## src/rtl/awgn_pkg.sv

```systemverilog
`default_nettype none
// ----------------------------------------------------------------------------
// awgn_pkg: shared constants and helpers for the multi-channel AWGN source
// Rev 1.0
// ----------------------------------------------------------------------------
package awgn_pkg;
  localparam logic [31:0] LFSR_TAPS = 32'h8020_0003;
  localparam int CLT_OFFSET = 510;
  localparam int CAL_GAIN   = 111;
  localparam int CAL_SHIFT  = 7;
  localparam int Z_W        = 10;

  // Galois form: shift right, fold the taps back in when a one drops out.
  function automatic logic [31:0] lfsr_step(input logic [31:0] s);
    return s[0] ? ((s >> 1) ^ LFSR_TAPS) : (s >> 1);
  endfunction

  function automatic logic signed [31:0] saturate(input logic signed [31:0] r, input int w);
    logic signed [31:0] hi;
    logic signed [31:0] lo;
    hi = (32'sd1 <<< (w - 1)) - 32'sd1;
    lo = -hi - 32'sd1;
    if (r > hi) return hi;
    if (r < lo) return lo;
    return r;
  endfunction
endpackage
`default_nettype wire

```

## src/rtl/lfsr_clt_normal.sv

```systemverilog
`default_nettype none
// ----------------------------------------------------------------------------
// lfsr_clt_normal: one LFSR plus the 4-byte CLT sum and unit-variance scaling
// Rev 1.0
// ----------------------------------------------------------------------------
module lfsr_clt_normal
  import awgn_pkg::*;
#(
  parameter logic [31:0] SEED = 32'h0000_0005
) (
  input  logic                  clk,
  input  logic                  rst,
  input  logic                  adv,
  input  logic                  en,
  output logic signed [Z_W-1:0] z
);
  // An all-zero state would lock the LFSR forever.
  localparam logic [31:0] SEED_NZ = (SEED == 32'h0) ? 32'h1 : SEED;

  logic [31:0]        lfsr;
  logic [31:0]        lfsr_nxt;
  logic [9:0]         byte_sum;
  logic signed [10:0] u;

  assign lfsr_nxt = lfsr_step(lfsr);
  assign byte_sum = 10'(lfsr_nxt[7:0]) + 10'(lfsr_nxt[15:8])
                  + 10'(lfsr_nxt[23:16]) + 10'(lfsr_nxt[31:24]);

  always_ff @(posedge clk) begin
    if (rst) begin
      lfsr <= SEED_NZ;
      u    <= '0;
      z    <= '0;
    end else if (adv) begin
      if (en) begin
        lfsr <= lfsr_nxt;
        u    <= $signed({1'b0, byte_sum}) - 11'(CLT_OFFSET);
      end
      z <= Z_W'((19'(u) * 19'(CAL_GAIN)) >>> CAL_SHIFT);
    end
  end
endmodule
`default_nettype wire

```

## src/rtl/awgn_multi_gen.sv

```systemverilog
`default_nettype none
// ----------------------------------------------------------------------------
// awgn_multi_gen: N-channel Gaussian noise, runtime mean/std, saturated output
// Rev 1.0
// ----------------------------------------------------------------------------
module awgn_multi_gen
  import awgn_pkg::*;
#(
  parameter int          N_CH        = 2,
  parameter int          W           = 16,
  parameter int          STD_FRAC    = 8,
  parameter logic [31:0] SEED        = 32'h0000_0005,
  parameter logic [31:0] SEED_STRIDE = 32'h9E37_79B9
) (
  input  logic              clk,
  input  logic              rst,
  input  logic              en_i,
  input  logic [W-1:0]      mean_i,
  input  logic [15:0]       std_i,
  input  logic              out_ready_i,
  output logic              out_valid_o,
  output logic [N_CH*W-1:0] noise_o,
  output logic [N_CH-1:0]   sat_o
);
  localparam int PW = Z_W + 17;
  localparam int RW = ((W > PW - STD_FRAC) ? W : (PW - STD_FRAC)) + 1;

  logic v1;
  logic v2;
  logic v3;
  logic adv;

  // The whole pipeline freezes while a finished sample waits downstream.
  assign adv         = !v3 || out_ready_i;
  assign out_valid_o = v3;

  always_ff @(posedge clk) begin
    if (rst) begin
      v1 <= 1'b0;
      v2 <= 1'b0;
      v3 <= 1'b0;
    end else if (adv) begin
      v1 <= en_i;
      v2 <= v1;
      v3 <= v2;
    end
  end

  for (genvar ch = 0; ch < N_CH; ch++) begin : g_ch
    localparam logic [31:0] CH_SEED = 32'(SEED + 32'(ch) * SEED_STRIDE);

    logic signed [Z_W-1:0] z;
    logic signed [RW-1:0]  r;
    logic [W-1:0]          noise_q;
    logic                  sat_q;

    lfsr_clt_normal #(.SEED(CH_SEED)) u_gen (
      .clk (clk),
      .rst (rst),
      .adv (adv),
      .en  (en_i),
      .z   (z)
    );

    assign r = RW'((PW'(z) * $signed({{(PW-16){1'b0}}, std_i})) >>> STD_FRAC)
             + RW'($signed(mean_i));

    always_ff @(posedge clk) begin
      if (rst) begin
        noise_q <= '0;
        sat_q   <= 1'b0;
      end else if (adv) begin
        noise_q <= W'(saturate(32'(r), W));
        sat_q   <= (saturate(32'(r), W) != 32'(r));
      end
    end

    assign noise_o[ch*W +: W] = noise_q;
    assign sat_o[ch]          = sat_q;
  end
endmodule
`default_nettype wire

```

## config.mk

```make
export PLATFORM = sky130hd
export DESIGN_NAME = awgn_multi_gen
export DESIGN_NICKNAME = d
export VERILOG_FILES = /design/src/rtl/awgn_pkg.sv /design/src/rtl/lfsr_clt_normal.sv /design/src/rtl/awgn_multi_gen.sv
export SDC_FILE = /design/constraint.sdc
export NUM_CORES = 1
export LEC_CHECK = 0
export ABC_CLOCK_PERIOD_IN_PS = 27400
export CAP_MARGIN = 15
export CORE_MARGIN = 2
export CORE_UTILIZATION = 30
export CTS_CLUSTER_DIAMETER = 60
export DETAILED_ROUTE_END_ITERATION = 8
export DONT_BUFFER_PORTS = 1
export PLACE_DENSITY = 0.55
export SLEW_MARGIN = 20
export SYNTH_ARGS = -nofsm -noshare
export SYNTH_HDL_FRONTEND = slang
export SYNTH_SLANG_ARGS = --single-unit
```

## constraint.sdc

```tcl
create_clock -name clk -period 27.4 [get_ports clk]
set_input_delay 5.48 -clock clk [delete_from_list [all_inputs] [get_ports clk]]
set_output_delay 5.48 -clock clk [all_outputs]
set_load 0.1 [all_outputs]
```

**Met3 routing**

Scale bar: 100 µm.
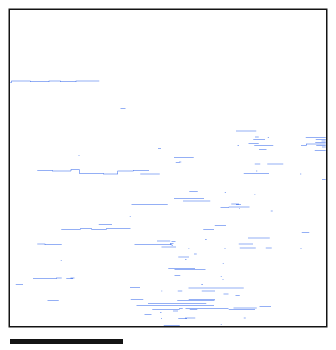
69 nets have wire on it. The layer carries 1350 µm of wire. The wires run mostly horizontal. The layer holds 2.6% of the routed length. The longest straight run is 68.1 µm.
GR Layer Usage met3: 0.0168
number of vias in the routed layout: 16600
DRT Wirelength: 51200 µm

==> metrics.cfg <==
[status]
result_of_the_run=completed

[layout]
layout.nonclk_buf_frac=0.00373
areaGrowthSynthToFinish_pct=6.21
final_core_util=0.323
nMultiInputCombCells=1928
clock_tree_area_fraction=0.0242
layout.cells.non_filler=3579
layout-drive-gt1-share=0.0310
comb_area_mm2=0.0175
design.final.nets=3252
antennaDiodeCount=0
nNonClkInverters=496
largest_registers=g_ch.u_gen.lfsr (64), g_ch.noise_q (32), g_ch.u_gen.u (22)
most_common_cell_after_layout_fill_and_taps_aside=inv_1
non_clock_buffer_count=12
fillerInstances=7893

[synthesis]
top_cells_by_area=fa_1 28%, ha_1 17%, dfxtp_1 13%, inv_1 8.2%, nand2_1 6.1%
synth_dominant_cell_count=inv_1
synth.yosys.chip_area_mm2=0.0227
post-synth-top-area-fraction=0.277
synth_cell_types=72
synth_warn=0
edf_count=0
top_cells_by_count=496 x inv_1, 367 x nand2_1, 314 x fa_1
flop_cell=dfxtp_1
gate_count_post_synth=2681
syn_area_per_cell_um2=8.48
synth-seq-area-share=0.126
synth-async-reset-ratio=0
synthSimpleGateAreaFrac=0.167

[final_timing]
finalClockSkew_ns=0.0180
totalNegativeSetupSlack_ns=0
unrepaired_setup_endpoints_after_global_routing=false
final_max_slew_viol_count=0
slew_headroom=0.293
timing_worst_slew_pin_value_ns=1.06
maxClockFrequency_ghz=0.0753

[critical_path]
crit_end_element=register
critical_path.most_common_cell=inv_1
startpoint_type=input port
worstPathArrival_ns=13.62
worst-endpoint-required_ns=27.74
critical_path.slowest_cell=fa_1
setup.worst_path.class=in -> reg
path_buffers=6

[clocking]
path_clk_slew_ns=0.07
tritoncts.num_buffers=17
tritoncts_num_sinks=143
clock_latency_ns=0.45
hold_buffers=0
postCtsResizedCells=0
tritoncts=yes

[place]
postPlaceCellArea_mm2=0.0236
number_of_placed_instances_with_taps_included=3548
number_of_buffers_inserted_by_port_buffering=0

[global_routing]
grt_first_pass_wirelength_um=88000
global_route.usage.total=0.138
antenna_found_initial=0
number_of_global_route_vias_before_repair=17200

[route]
ant_nets=0
detail_route.drc_violations=0
routed_via_density=4.63
detail_route.wl_per_cell_um=14.3

[job]
max_cap_violations=0

[die]
boundaryPins=71
die_area_mm2=0.0780
floorplan.rows=100

[hold_path]
holdCritPathClass=reg -> reg

**Cell outlines without signal wires**

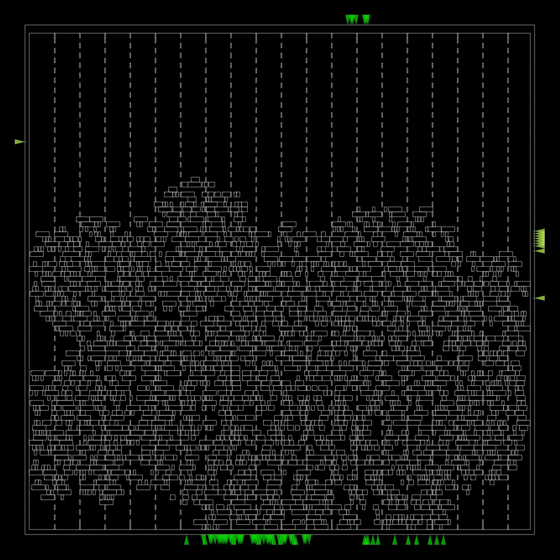
number of well taps: 969
number of sequential cells in the layout: 143
sequential cell area share: 0.119

-- worst paths after layout --
check / from / end / slack [ns] / cells after the start
worst min-delay path: g_ch[1].u_gen.z[1] / g_ch[1].u_gen.z[1] / 0.45 / 2
worst min register to register: g_ch[1].u_gen.z[1] / g_ch[1].u_gen.z[1] / 0.45 / 2
worst max-delay path: std_i[5] / g_ch[0].noise_q[8] / 14.12 / 32
worst max register to register: g_ch[0].u_gen.z[9] / g_ch[0].noise_q[8] / 18.40 / 30
-- layer usage --
metal / track usage / wire [µm]
met1: 0.181 / 23900
met2: 0.241 / 25200
met3: 0.0168 / 1350
met4: 0.0313 / 784
met5: 0 / 0
